==> run_1/clk_routes.png <==
(8 px per um)
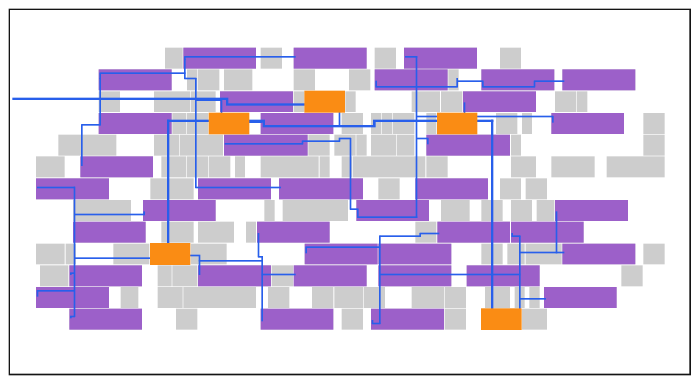
==> run_1/io_placement.png <==
(6 px per um) Pins as bars across the die edge, other pins in gray.
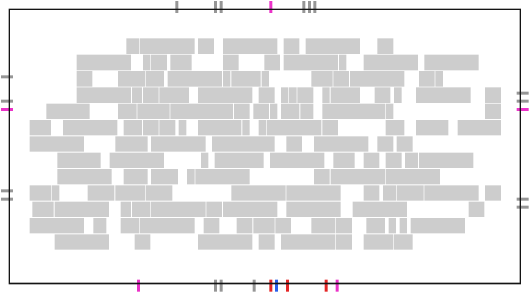
==> run_1/wires.png <==
(4 px per um) Only two layers are drawn.
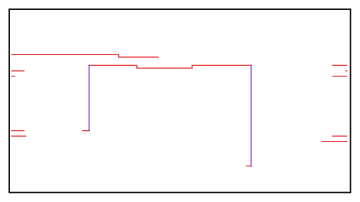
==> config.mk <==
export PLATFORM = sky130hd
export DESIGN_NAME = seat_debounce
export DESIGN_NICKNAME = d
export VERILOG_FILES = /design/src/rtl/seat_debounce.sv
export SDC_FILE = /design/constraint.sdc
export NUM_CORES = 1
export LEC_CHECK = 0
export CORE_ASPECT_RATIO = 0.5
export CORE_MARGIN = 3
export CORE_UTILIZATION = 45
export DETAILED_ROUTE_END_ITERATION = 7
export PLACE_DENSITY = 0.71
export SLEW_MARGIN = 20
export SYNTH_ARGS = -nofsm -noshare
export SYNTH_HDL_FRONTEND = slang
export SYNTH_SLANG_ARGS = --single-unit
==> constraint.sdc <==
create_clock -name i_clk -period 2 [get_ports i_clk]
set_input_delay 0.4 -clock i_clk [delete_from_list [all_inputs] [get_ports i_clk]]
set_output_delay 0.4 -clock i_clk [all_outputs]
set_load 0.1 [all_outputs]
==> flow_summary.ini, run 1 <==
; generated from flow reports
[final_layout]
final_core_utilization_pct = 69.19
final_cell_count_no_fill = 177
num_antenna_cells = 0
post_route_cells_drive_above_1_share_pct = 39.29
nets = 156

[global_route]
grt_pass1_vias = 859
grt_first_pass_wirelength_um = 4022
grt_max_degree = 22
antenna_found_initial = 0
grt_usage_pct = 14.48
gr-total-overflow = 0

[logic_synthesis]
synth_cell_types = 18
syn_area_um2 = 1401
yosysCellCount = 93
syn_avg_cell_area_um2 = 15.07
flop_cell = dfrtp_1
synth-edff-count = 0
yosysMostFrequentCell = dfrtp_1
synthCells = 93
top_area_cell = dfrtp_1
synth_async_sr_flop_share_pct = 100.0
top_area_share_pct = 69.64
synth.top_cells.by_count = dfrtp_1 (39), inv_1 (8), ha_1 (7)

[power]
ir_drop_v = 0.0009600
internal_power_mw = 1.819
net-switching-power_mw = 1.439
p_seq_share_pct = 34.3
cellPowerDensity_nw_per_um2 = 1693

[placement]
place_area_um2 = 1790
dp_slack_ns = -0.1348
hpwl_um = 1697
dp.cells = 166

[timing]
tns_ns = -0.06339
finalSetupViolations = 1
finalCriticalPeriod_ns = 2.063
max_slew.worst_pin.slew_ns = 0.4768
hold_viol_final = 0
finalMaxSlewViolations = 0
finalClockPeriodUsage_pct = 103.2
slew_headroom_pct = 68.18
timing.fmax_ghz = 0.4846
layout_setup_ws_ns = -0.06339

[drt]
initialDrtViolationCount = 25
drc_errors = 0
viasPerCell = 4.582

[clocking]
clock-sinks = 39
clkSlewWorstSetupHoldPaths_ns = 0.08
h-tree-depth = 2
clockBufferDepth = 2
cts_hold_buf = 0
cts_made_buffers = 5
root_buffer = clkbuf_8

[setup_path]
critPathArrivalTime_ns = 2.29
cp_max_fo = 3
end_kind = register
worstSetupPathType = register to register
r2r_cells = 6
critical_path_required_ns = 2.23
r2r_slack_ns = -0.06

[run_status]
status = complete, but fails checks
violations = negative setup slack

[min_path]
hold_path.class = register to register
min_path_cells = 0

[floorplanning]
rows = 13
fp_util_pct = 50.38
ios = 26

[flow_run]
warning_count = 30
Back to the opening pictures, clk_routes.png:
Key: orange = clock drivers [count 5]; purple = flip-flops [count 39]; blue = clock wires [length 461 um]
There are 6 routed clock nets.
clock network power share: 15.1%
Max Clock Skew: 0.01056 ns
clock latency on the worst-skew pair: 0.29 ns
Clk power: 493 uW

Back to the opening pictures, io_placement.png:
Key: red = o_count [pins 3, direction output, edge bottom]; blue = o_change [pins 1, direction output, edge bottom]; magenta = o_seat [pins 5, direction output, edge 2 bottom, 1 right, 1 left, 1 top]
All pins by edge: 9 bottom, 7 top, 5 left, 5 right.
Die X: 84.92 um
DIE HEIGHT: 45.46 um
input/output buffers: 25

Back to the opening pictures, wires.png:
Key: red = metal 3 [wire length 109 um]; purple = metal 4 [wire length 41.5 um]
Post-Route WL: 2338 um
routed len/inst: 13.21 um

==> run 1: cell usage in the layout, fill, tap and decap left out, drive strengths merged <==
cell	synthesis	final
nor2b	2	2
clkbuf	0	7
nor3	2	2
mux2	3	3
fa	2	2
and3b	5	5
and2	3	3
ha	7	7
clkdlybuf4s50	0	6
nor4	1	1
nor2	4	4
buf	0	34
nand2	5	5
inv	8	8
xor2	3	3
o21a	2	2
xnor2	2	2
a222oi	1	1
nor3b	4	4
dfrtp	39	39
==> run 1: cell families (layout without fill, tap and decap cells) <==
| kind of cell | count (synthesis) | after routing | synth area share, % |
|---|---|---|---|
| AOI/OAI and AO/OA | 3 | 3 | 1.785 |
| xor gates and xnor gates | 5 | 5 | 3.126 |
| adders and majority gates | 9 | 9 | 9.107 |
| buffers and inverters | 8 | 55 | 2.143 |
| DFF | 39 | 39 | 69.64 |
| muxes | 3 | 3 | 2.411 |
| and+or+nand+nor | 26 | 26 | 11.79 |
==> run 1: power by group through the flow <==
stage / registers (mW) / clock network, mW / logic (mW)
floorplan: 1.79 / 0 / 0.440
global placement: 1.12 / 0 / 1.51
detailed placement: 1.12 / 0 / 1.56
CTS: 1.11 / 0.507 / 1.62
global route: 1.15 / 0.545 / 1.77
finish: 1.12 / 0.493 / 1.65
==> run 1: layer usage <==
layer  track usage, %  vias up  routed length (um)
li1                 -      399                   -
met1            17.36      393                1045
met2            24.11       15                1143
met3            5.957        4                 108
met4            5.678        0                  41
met5                0        -                   0
==> run 1: worst max-delay path, stage by stage (launching register included) <==
cell and delay (ns):
dfrtp_1 0.42, ha_4 0.18, o21a_1 0.19, fa_1 0.55, inv_2 0.04, fa_2 0.35, ha_4 0.27
==> run 1: through the flow <==
stage | total power, mW | hold slack, ns
final | 3.258 | 0.3492
after global routing | 3.458 | 0.3608
after CTS | 3.236 | 0.3547
after detailed placement | 2.679 | 0.3387
after global placement | 2.629 | 0.3315
after floorplan | 2.233 | 0.3312
==> run 1: what timing repair did <==
| item | 4_1_cts | 5_1_grt |
|---|---|---|
| setup endpoints to repair | 3 | 3 |
| gates resized | 4 | 1 |
| setup buffers | 2 | 2 |
| pin swaps | 6 | 2 |
==> run 1: cell type report <==
| cell class | instances | area [um2] |
|---|---|---|
| Clock buffer | 7 | 76.32 |
| Inverter | 8 | 30.03 |
| Sequential cell | 39 | 987.2 |
| Multi-Input combinational cell | 46 | 431.7 |
| Tap cell | 37 | 46.29 |
| Timing Repair Buffer | 40 | 352.8 |
| Fill cell | 196 | 857.1 |
## Run 2: what changed since run 1
- CAP_MARGIN: default -> 30
- MAX_ROUTING_LAYER: default -> met4
==> run_2/clk_routes.png <==
(8 px per um)
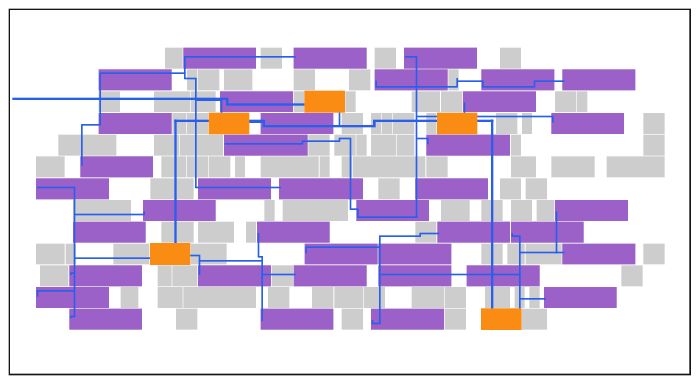
Key: orange = clock drivers [count 5]; purple = flip-flops [count 39]; blue = clock wires [length 461 um]
There are 6 routed clock nets.
Max Clock Skew: 0.01053 ns

==> run_2/io_placement.png <==
(6 px per um) Pins as bars across the die edge, other pins in gray.
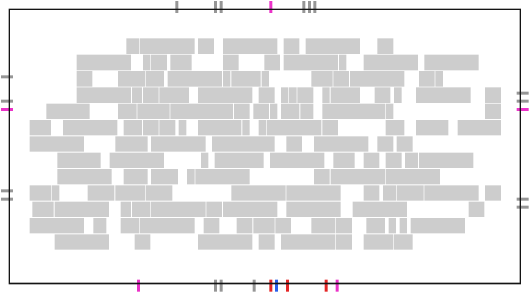
Key: magenta = o_seat [pins 5, direction output, edge 2 bottom, 1 right, 1 left, 1 top]; blue = o_change [pins 1, direction output, edge bottom]; red = o_count [pins 3, direction output, edge bottom]
All pins by edge: 9 bottom, 7 top, 5 left, 5 right.

==> flow_summary.ini, run 2 <==
; generated from flow reports
[drt]
initialDrtViolationCount = 25
drc_errors = 0

[setup_path]
path_cells = ha_4 -> o21a_1 -> fa_1 -> inv_2 -> fa_2 -> ha_4
worst_path_most_repeated_cell = ha_4
critical_path_required_ns = 2.23
end_kind = register

[power]
cellPowerDensity_nw_per_um2 = 1693
finalPower_mw = 3.257
ir_drop_v = 0.0009600

[min_path]
hold_path.class = register to register

[timing]
layout_setup_ws_ns = -0.06336
finalCriticalPeriod_ns = 2.063
hold_viol_final = 0
finalSetupViolations = 1
timing.fmax_ghz = 0.4846
finalClockPeriodUsage_pct = 103.2

[logic_synthesis]
flop_cell = dfrtp_1
synth_async_sr_flop_share_pct = 100.0
top_area_cell = dfrtp_1
syn_area_um2 = 1401
top_area_share_pct = 69.64
yosysMostFrequentCell = dfrtp_1
synth.top_cells.by_count = dfrtp_1 (39), inv_1 (8), ha_1 (7)

[clocking]
clockBufferDepth = 2
clkSlewWorstSetupHoldPaths_ns = 0.08

[run_status]
violations = negative setup slack
status = complete, but fails checks

[global_route]
use_met1_pct = 17.24
grt_max_degree = 22
gr-total-overflow = 0
grt_use_met2_pct = 24.11

[final_layout]
nets = 156
final_cell_count_no_fill = 177
num_antenna_cells = 0

[floorplanning]
die_y_um = 45.46
ios = 26

[placement]
port_buffers = 25
==> run_2/wires.png <==
(4 px per um) Only two layers are drawn.
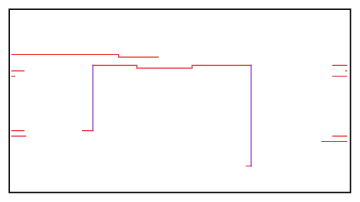
Total GRT Usage: 14.91%
routed len/inst: 13.20 um
Post-Route WL: 2337 um
routed vias: 810

[run 2: cell counts after synthesis]
No cell type changed its count.
[run 2: metrics by stage]
stage               cell area (um2)  setup slack, ns  hold WS (ns)
finish                         1924         -0.06336        0.3493
global route                   1924          -0.1066        0.3609
CTS                            1899         -0.06388        0.3547
detailed placement             1790          -0.1348        0.3387
global placement               1790          -0.1067        0.3315
floorplan                      1421          -0.1371        0.3312
[run 2: cells by family (layout without fill, tap and decap cells)]
family / count (synthesis) / in the layout / synth area share, %
flops: 39 / 39 / 69.64
compound gates: 3 / 3 / 1.785
mux: 3 / 3 / 2.411
fa+ha+maj: 9 / 9 / 9.107
buf+inv: 8 / 55 / 2.143
xor+xnor: 5 / 5 / 3.126
simple gates: 26 / 26 / 11.79
[run 2: power groups by stage]
| stage | Combinational, mW | Clock, mW | Sequential (mW) |
|---|---|---|---|
| 6_report | 1.65 | 0.493 | 1.12 |
| 4_1_cts | 1.62 | 0.507 | 1.11 |
| 2_1_floorplan | 0.440 | 0 | 1.79 |
| 5_1_grt | 1.77 | 0.545 | 1.15 |
| 3_5_place_dp | 1.56 | 0 | 1.12 |
| 3_3_place_gp | 1.51 | 0 | 1.12 |
[run 2: per-layer routing]
layer / wire (um) / up-vias / part of all wire (%)
li1: - / 399 / -
met1: 1044 / 392 / 45
met2: 1142 / 15 / 49
met3: 108 / 4 / 4.6
met4: 41 / 0 / 1.8
met5: 0 / - / 0
[run 2: timing repair]
action	CTS	global route
setup endpoints to repair	3	3
pin swaps	6	2
resized	4	1
buffers inserted	2	2
[run 2: worst max-delay path, delay by kind of cell (launching register included)]
kind            cells  cell delay, ns
flops               1            0.42
fa+ha+maj           4            1.35
buf+inv             1            0.04
compound gates      1            0.19
[run 2: final cells by class]
| cell class | count | area, um2 | area share (%) |
|---|---|---|---|
| Sequential cell | 39 | 987.2 | 51.30 |
| Multi-Input combinational cell | 46 | 431.7 | 22.43 |
| Timing Repair Buffer | 40 | 352.8 | 18.34 |
| Clock buffer | 7 | 76.32 | 3.966 |
| Tap cell | 37 | 46.29 | 2.406 |
| Inverter | 8 | 30.03 | 1.560 |
Power figures rest on the tool's default switching activity, not on a simulated workload.
